[config.mk]
export PLATFORM = sky130hd
export DESIGN_NAME = lc3_mem_ctrl_flat
export DESIGN_NICKNAME = d
export VERILOG_FILES = /design/src/rtl/lc3_mem_ctrl_if.sv /design/src/rtl/lc3_mem_ctrl.sv /design/src/flat_wrapper.sv
export SDC_FILE = /design/constraint.sdc
export NUM_CORES = 1
export LEC_CHECK = 0
export CAP_MARGIN = 20
export CELL_PAD_IN_SITES_DETAIL_PLACEMENT = 1
export CELL_PAD_IN_SITES_GLOBAL_PLACEMENT = 2
export CORE_MARGIN = 1
export CORE_UTILIZATION = 21
export DETAILED_ROUTE_END_ITERATION = 10
export HOLD_SLACK_MARGIN = 0.03
export PLACE_DENSITY_LB_ADDON = 0.1
export SYNTH_ARGS = -nofsm -noshare
export SYNTH_HDL_FRONTEND = slang
export SYNTH_SLANG_ARGS = --single-unit
[constraint.sdc]
create_clock -name clk -period 1.82 [get_ports clk]
set_input_delay 0.273 -clock clk [delete_from_list [all_inputs] [get_ports clk]]
set_output_delay 0.273 -clock clk [all_outputs]
set_load 0.05 [all_outputs]
[src/rtl/lc3_mem_ctrl_if.sv]
// Request/response and memory-bus bundle for the LC-3 memory-access sequencer.
// slave  : the sequencer's view (takes FSM requests, drives the bus and MDR).
// master : the environment's view (control FSM, memory/MMIO and MDR side).
interface lc3_mem_ctrl_if #(
    parameter int ADDR_WIDTH = 16,
    parameter int DATA_WIDTH = 16
);
    logic                  req_valid;
    logic                  req_ready;
    logic                  req_we;
    logic [ADDR_WIDTH-1:0] req_addr;
    logic [DATA_WIDTH-1:0] req_wdata;
    logic                  resp_valid;
    logic [DATA_WIDTH-1:0] resp_rdata;
    logic                  resp_err;
    logic                  mem_en;
    logic                  mem_we;
    logic [ADDR_WIDTH-1:0] mem_addr;
    logic [DATA_WIDTH-1:0] mem_wdata;
    logic [DATA_WIDTH-1:0] mem_rdata;
    logic                  mem_r;
    logic                  mdr_wr_en;
    logic [DATA_WIDTH-1:0] mdr_d;

    modport slave (
        input  req_valid, req_we, req_addr, req_wdata, mem_rdata, mem_r,
        output req_ready, resp_valid, resp_rdata, resp_err,
               mem_en, mem_we, mem_addr, mem_wdata, mdr_wr_en, mdr_d
    );

    modport master (
        output req_valid, req_we, req_addr, req_wdata, mem_rdata, mem_r,
        input  req_ready, resp_valid, resp_rdata, resp_err,
               mem_en, mem_we, mem_addr, mem_wdata, mdr_wr_en, mdr_d
    );
endinterface

[src/rtl/lc3_mem_ctrl.sv]
// LC-3 memory-access sequencer: accepts one read/write, holds it on the bus
// until mem_r, then pulses a one-cycle completion (and loads MDR on reads).
// Optional macro MEM_TIMEOUT_EN: abandon a stalled access after TIMEOUT_CYCLES
// ISSUE cycles and complete with resp_err = 1.
module lc3_mem_ctrl #(
    parameter int ADDR_WIDTH     = 16,
    parameter int DATA_WIDTH     = 16,
    parameter int TIMEOUT_CYCLES = 255
) (
    input  logic              clk,
    input  logic              rst_n,
    lc3_mem_ctrl_if.slave     bus
);
    typedef enum logic [1:0] {IDLE, ISSUE, DONE} state_e;

    state_e                state_q, state_d;
    logic                  req_ready_q, req_ready_d;
    logic                  resp_valid_q, resp_valid_d;
    logic                  resp_err_q, resp_err_d;
    logic                  mem_en_q, mem_en_d;
    logic                  mem_we_q, mem_we_d;
    logic [ADDR_WIDTH-1:0] mem_addr_q, mem_addr_d;
    logic [DATA_WIDTH-1:0] mem_wdata_q, mem_wdata_d;
    logic [DATA_WIDTH-1:0] resp_rdata_q, resp_rdata_d;
    logic                  mdr_wr_en_q, mdr_wr_en_d;
    logic [DATA_WIDTH-1:0] mdr_d_q, mdr_d_d;

`ifdef MEM_TIMEOUT_EN
    localparam int CNT_W = $clog2(TIMEOUT_CYCLES + 1);
    logic [CNT_W-1:0] cnt_q, cnt_d;
`else
    // Timeout limit has no role when the feature is compiled out.
    logic unused_timeout;
    assign unused_timeout = |TIMEOUT_CYCLES;
`endif

    // Next-state and next-output computation; every output is registered.
    always_comb begin
        state_d      = state_q;
        req_ready_d  = req_ready_q;
        resp_valid_d = 1'b0;
        resp_err_d   = resp_err_q;
        mem_en_d     = mem_en_q;
        mem_we_d     = mem_we_q;
        mem_addr_d   = mem_addr_q;
        mem_wdata_d  = mem_wdata_q;
        resp_rdata_d = resp_rdata_q;
        mdr_wr_en_d  = 1'b0;
        mdr_d_d      = mdr_d_q;
`ifdef MEM_TIMEOUT_EN
        cnt_d        = cnt_q;
`endif
        case (state_q)
            IDLE: begin
                // The bus registers double as the request latch.
                if (bus.req_valid && req_ready_q) begin
                    state_d     = ISSUE;
                    req_ready_d = 1'b0;
                    mem_en_d    = 1'b1;
                    mem_we_d    = bus.req_we;
                    mem_addr_d  = bus.req_addr;
                    mem_wdata_d = bus.req_wdata;
`ifdef MEM_TIMEOUT_EN
                    cnt_d       = '0;
`endif
                end
            end
            ISSUE: begin
                // A ready memory always wins over a same-cycle timeout.
                if (bus.mem_r) begin
                    state_d      = DONE;
                    mem_en_d     = 1'b0;
                    mem_we_d     = 1'b0;
                    resp_valid_d = 1'b1;
                    resp_err_d   = 1'b0;
                    if (!mem_we_q) begin
                        resp_rdata_d = bus.mem_rdata;
                        mdr_wr_en_d  = 1'b1;
                        mdr_d_d      = bus.mem_rdata;
                    end
                end
`ifdef MEM_TIMEOUT_EN
                else if (cnt_q == CNT_W'(TIMEOUT_CYCLES - 1)) begin
                    state_d      = DONE;
                    mem_en_d     = 1'b0;
                    mem_we_d     = 1'b0;
                    resp_valid_d = 1'b1;
                    resp_err_d   = 1'b1;
                end else if (cnt_q != CNT_W'(TIMEOUT_CYCLES)) begin
                    cnt_d = cnt_q + CNT_W'(1);
                end
`endif
            end
            DONE: begin
                state_d     = IDLE;
                req_ready_d = 1'b1;
            end
            default: begin
                state_d     = IDLE;
                req_ready_d = 1'b1;
                mem_en_d    = 1'b0;
                mem_we_d    = 1'b0;
            end
        endcase
    end

    // State and output registers with synchronous active-low reset.
    always_ff @(posedge clk) begin
        if (!rst_n) begin
            state_q      <= IDLE;
            req_ready_q  <= 1'b1;
            resp_valid_q <= 1'b0;
            resp_err_q   <= 1'b0;
            mem_en_q     <= 1'b0;
            mem_we_q     <= 1'b0;
            mem_addr_q   <= '0;
            mem_wdata_q  <= '0;
            resp_rdata_q <= '0;
            mdr_wr_en_q  <= 1'b0;
            mdr_d_q      <= '0;
`ifdef MEM_TIMEOUT_EN
            cnt_q        <= '0;
`endif
        end else begin
            state_q      <= state_d;
            req_ready_q  <= req_ready_d;
            resp_valid_q <= resp_valid_d;
            resp_err_q   <= resp_err_d;
            mem_en_q     <= mem_en_d;
            mem_we_q     <= mem_we_d;
            mem_addr_q   <= mem_addr_d;
            mem_wdata_q  <= mem_wdata_d;
            resp_rdata_q <= resp_rdata_d;
            mdr_wr_en_q  <= mdr_wr_en_d;
            mdr_d_q      <= mdr_d_d;
`ifdef MEM_TIMEOUT_EN
            cnt_q        <= cnt_d;
`endif
        end
    end

    assign bus.req_ready  = req_ready_q;
    assign bus.resp_valid = resp_valid_q;
    assign bus.resp_rdata = resp_rdata_q;
    assign bus.resp_err   = resp_err_q;
    assign bus.mem_en     = mem_en_q;
    assign bus.mem_we     = mem_we_q;
    assign bus.mem_addr   = mem_addr_q;
    assign bus.mem_wdata  = mem_wdata_q;
    assign bus.mdr_wr_en  = mdr_wr_en_q;
    assign bus.mdr_d      = mdr_d_q;
endmodule

[src/flat_wrapper.sv]
// flat-port wrapper written by rule: the top's interface ports become plain ports
module lc3_mem_ctrl_flat 
#(
    parameter int ADDR_WIDTH     = 16,
    parameter int DATA_WIDTH     = 16,
    parameter int TIMEOUT_CYCLES = 255
)
  (clk, rst_n, bus_req_valid, bus_req_we, bus_req_addr, bus_req_wdata, bus_mem_rdata, bus_mem_r, bus_req_ready, bus_resp_valid, bus_resp_rdata, bus_resp_err, bus_mem_en, bus_mem_we, bus_mem_addr, bus_mem_wdata, bus_mdr_wr_en, bus_mdr_d);
  lc3_mem_ctrl_if #(.ADDR_WIDTH(ADDR_WIDTH), .DATA_WIDTH(DATA_WIDTH)) bus_i ();
  input  logic clk;
  input  logic rst_n;
  input wire logic [$bits(bus_i.req_valid)-1:0] bus_req_valid;
  input wire logic [$bits(bus_i.req_we)-1:0] bus_req_we;
  input wire logic [$bits(bus_i.req_addr)-1:0] bus_req_addr;
  input wire logic [$bits(bus_i.req_wdata)-1:0] bus_req_wdata;
  input wire logic [$bits(bus_i.mem_rdata)-1:0] bus_mem_rdata;
  input wire logic [$bits(bus_i.mem_r)-1:0] bus_mem_r;
  output wire logic [$bits(bus_i.req_ready)-1:0] bus_req_ready;
  output wire logic [$bits(bus_i.resp_valid)-1:0] bus_resp_valid;
  output wire logic [$bits(bus_i.resp_rdata)-1:0] bus_resp_rdata;
  output wire logic [$bits(bus_i.resp_err)-1:0] bus_resp_err;
  output wire logic [$bits(bus_i.mem_en)-1:0] bus_mem_en;
  output wire logic [$bits(bus_i.mem_we)-1:0] bus_mem_we;
  output wire logic [$bits(bus_i.mem_addr)-1:0] bus_mem_addr;
  output wire logic [$bits(bus_i.mem_wdata)-1:0] bus_mem_wdata;
  output wire logic [$bits(bus_i.mdr_wr_en)-1:0] bus_mdr_wr_en;
  output wire logic [$bits(bus_i.mdr_d)-1:0] bus_mdr_d;
  assign bus_i.req_valid = bus_req_valid;
  assign bus_i.req_we = bus_req_we;
  assign bus_i.req_addr = bus_req_addr;
  assign bus_i.req_wdata = bus_req_wdata;
  assign bus_i.mem_rdata = bus_mem_rdata;
  assign bus_i.mem_r = bus_mem_r;
  assign bus_req_ready = bus_i.req_ready;
  assign bus_resp_valid = bus_i.resp_valid;
  assign bus_resp_rdata = bus_i.resp_rdata;
  assign bus_resp_err = bus_i.resp_err;
  assign bus_mem_en = bus_i.mem_en;
  assign bus_mem_we = bus_i.mem_we;
  assign bus_mem_addr = bus_i.mem_addr;
  assign bus_mem_wdata = bus_i.mem_wdata;
  assign bus_mdr_wr_en = bus_i.mdr_wr_en;
  assign bus_mdr_d = bus_i.mdr_d;
  lc3_mem_ctrl #(.ADDR_WIDTH(ADDR_WIDTH), .DATA_WIDTH(DATA_WIDTH), .TIMEOUT_CYCLES(TIMEOUT_CYCLES)) u_core (.clk(clk), .rst_n(rst_n), .bus(bus_i));
endmodule
Figure 1. Pin map.
Pins as bars across the die edge, other pins in gray.
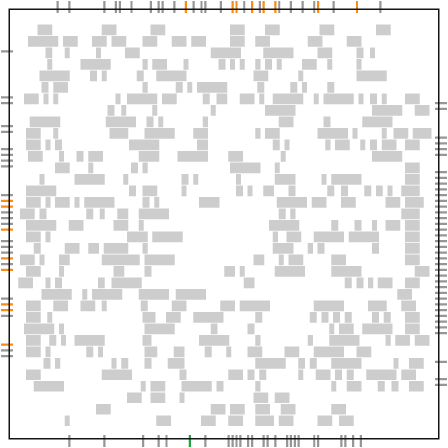
color	port	pins	direction	edge
green	`bus_req_we`	1	input	south
orange	`bus_req_wdata`	16	input	8 west, 8 north

Figure 2. Clock network drawn from the DEF.
The bar under the picture is 20 microns long.
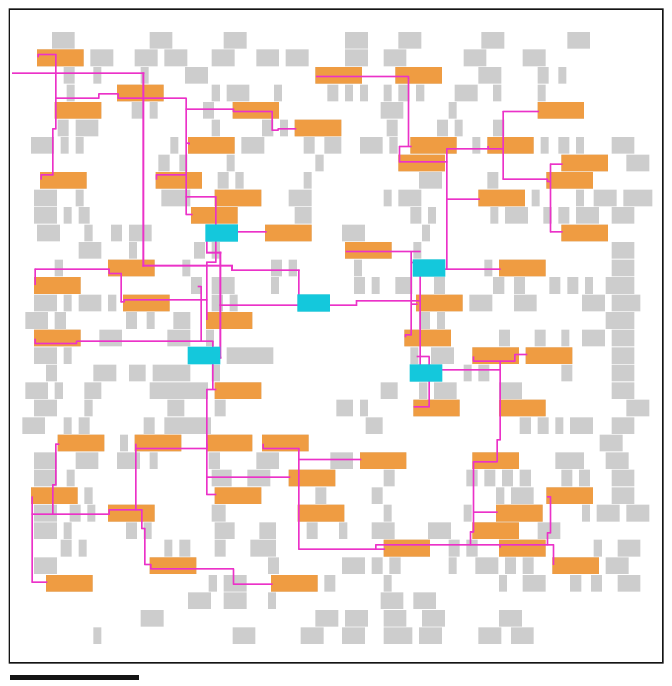
[orange] flip-flops | count: 55
[cyan] clock drivers | count: 5
[magenta] clock wires | length: 794 microns
routed clock nets	6
final clock skew: 6.04 ps
latest clock arrival within the worst-skew pair: 300 ps
Clock Power Share: 24.0%

Figure 3. Placed cells, one color a class.
Fill, decap, tap and diode cells in gray.
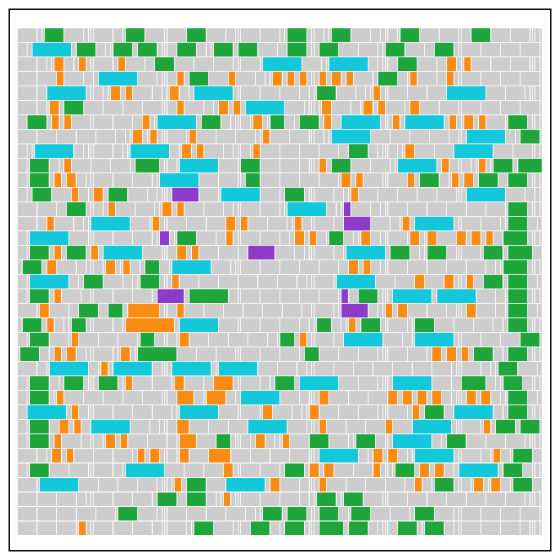
color	class	cells	share of their area
purple	clock drivers and dummy loads	8	2.5%
cyan	flops	55	34%
orange	combinational and other logic	162	23%
green	other buffers and delay cells	129	40%

Figure 4. Placement view.
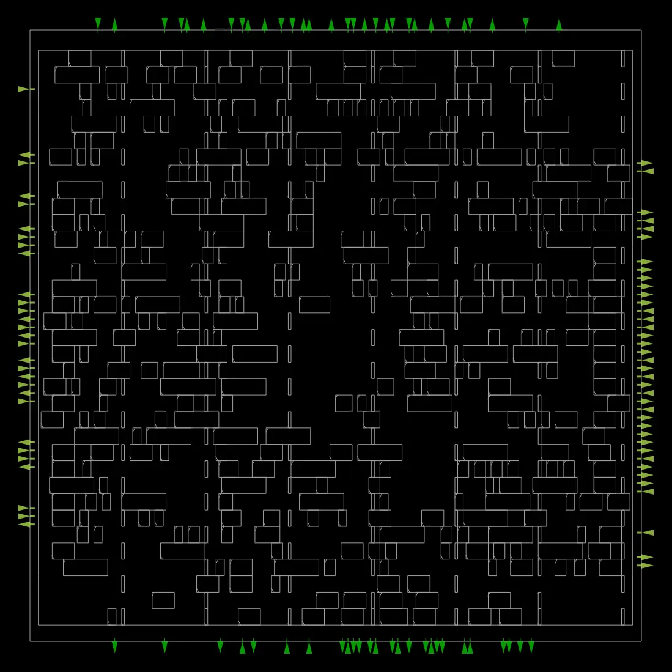
Flops: 55
std cell rows: 35
Core Area: 9370 sq um
fill count: 1138

Figure 5. Metal layers overlaid.
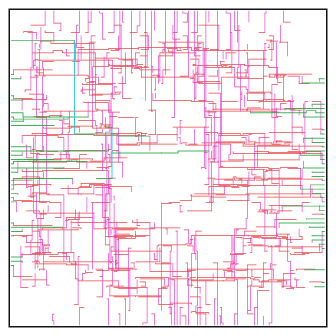
color	layer	wire length
cyan	metal 4	46.2 microns
red	metal 1	2770 microns
magenta	metal 2	2780 microns
green	metal 3	487 microns

placed cells by master, fill, tap and decap left out, drive strengths merged, types with 3 or more instances in the layout:
master         instances
dfxtp                 55
nor2                   3
nand3                 16
clkbuf                 7
o21ai                 18
buf                   13
a21oi                 34
clkdlybuf4s50        109
dlymetal6s2s           7
nand2                 81
power breakdown:
group | leakage, nW | internal, mW | switching (mW)
clock network | 0.0422 | 0.272 | 0.405
registers | 0.449 | 1.28 | 0.0489
logic | 0.858 | 0.320 | 0.498
total | 1.35 | 1.87 | 0.952
cells by family after synthesis:
family / after synthesis / share of synthesized area [%]
buffers and inverters: 36 / 11.2
AND-OR/OR-AND: 53 / 13.0
other: 1 / 0.181
AND/OR/NAND/NOR: 107 / 22.4
flip-flops: 55 / 53.2
==> results.ini <==
[outcome]
status = finished, final reports clean

[place]
port_buffers = 121
pre_cts_ws_ps = 132
place_hpwl_microns = 4260
place_area_sq_um = 3310
gp_congestion = 0.629
numPlacedInstances = 475

[setup_path]
crit_cells = 1
rr_startpoint = u_core.state_q[0]
path_cells = clkdlybuf4s50_1
reg2reg_setup_slack_ps = 390
crit_slowest_cell = clkdlybuf4s50_1
cp.arrival_ps = 1490
crit_family = buffers and inverters
path_class = register to output port
start_kind = register
critPathBufInv = 1
reg2reg_depth = 4
r2r_end = u_core.bus.mem_wdata[11]
critPathLaunch = u_core.bus.mdr_d[11]
slowest_delay_ps = 810
end_kind = output port
crit_end = bus_resp_rdata[11]
required_ps = 1550
critPathMaxFanout = 3

[cts]
cts_buffers = 5
cts_tree = built
cts_resized = 0
cts_sinks = 55
hold_buffers = 0
path_clk_slew_ps = 100
cts.path.max_buffers = 2
cts-htree-levels = 2
root_buffer = clkbuf_8
cts_setup_buffers = 0

[synth]
top_cell = nand2_1
synth_area_leader_cell = dfxtp_1
ys_seq_share_pct = 53.2
ys.flops = 55
top_area_share_pct = 53.2
edf_count = 0
yosys_warnings = 0
synth_area_per_cell_sq_um = 8.21
synthTopCellsByCount = nand2_1 (81), dfxtp_1 (55), a21oi_1 (34)
synth.distinct_cells = 20
top_cells_by_area = dfxtp_1 (53%), nand2_1 (15%), a21oi_1 (8.2%)
yosys_cells = 252
yosysChipArea_sq_um = 2070
synthFlopType = dfxtp_1
synth_area_sq_um = 2070
postSynth.asyncResetShare_pct = 0
netlist_instances = 252
syn_nets = 305

[final_layout]
post-route-util_pct = 36.3
seq_area_sq_um = 1100
area_growth_syn_to_layout_pct = 64.5
antenna_cells = 0
nets = 406
nonClkBufAreaFrac_pct = 38.2
drive_above_1_share_pct = 6.21
dominant-cell-class = buffers
inverters = 1
area_share_clock_buf_inv_pct = 2.39
n_all_buffers = 129
instances_no_fill = 483
logic_gate_count = 161
comb-cell-share_pct = 22.2
num-clock-buffers = 7
final_area_sq_um = 3400
seq_area_share_pct = 32.3
combGateArea_sq_um = 756

[global_routing]
grt_pass1_vias = 1964
grt_overflow_total = 0
grt_pass1_wl_microns = 9620
use_met2_pct = 19.7
gr-usage-met3_pct = 4.07
grt_usage_pct = 12.0
use_met1_pct = 14.9
antenna_found_initial = 0
grt_max_degree = 36
grt.busiest_layer = met2

[power_and_ir_drop]
power_mw = 2.82
leakage_nw = 1.35
p_per_area_nw_per_um2 = 830
ir_drop_mv = 0.324

[sta]
finalClockPeriodUsage_pct = 97.1
final_max_slew_viol_count = 0
fin_crit_ps = 1770
max_slew.worst_pin.slew_ps = 537
final-setup-viol-count = 0
fin_tns_setup_ps = 0
relSlewSlack_pct = 64.1
hold_viol_final = 0
worst_slack_ps = 53.5
fmax_mhz = 566
holdWs_ps = 461
rsz0062_at_grt = false

[floorplanning]
io_pins = 123
die_y_microns = 101
die-width_microns = 101
n_tap_cell = 129
floorplanUtilization_pct = 22.1
chipArea_sq_um = 10300

[detailed_routing]
drc = 0
met3_length_microns = 486
vias_per_cell = 4.14
vias = 1998
drt_first_pass_iters = 4
wire_per_inst_microns = 12.6
wl_met2_microns = 2780
routed.top_layer = met4
first_iter_violations = 40
wirelength_met1_microns = 2770
wl_microns = 6090
detail-route-antenna-nets = 0

[job]
maxCapViolCount = 0
warning_count = 26

[min_path]
min_path_type = register to register
hold_depth = 2
holdPathEnd = u_core.bus.mem_addr[2]
min_from = u_core.bus.mem_addr[2]

Power and IR drop assume default switching activity.
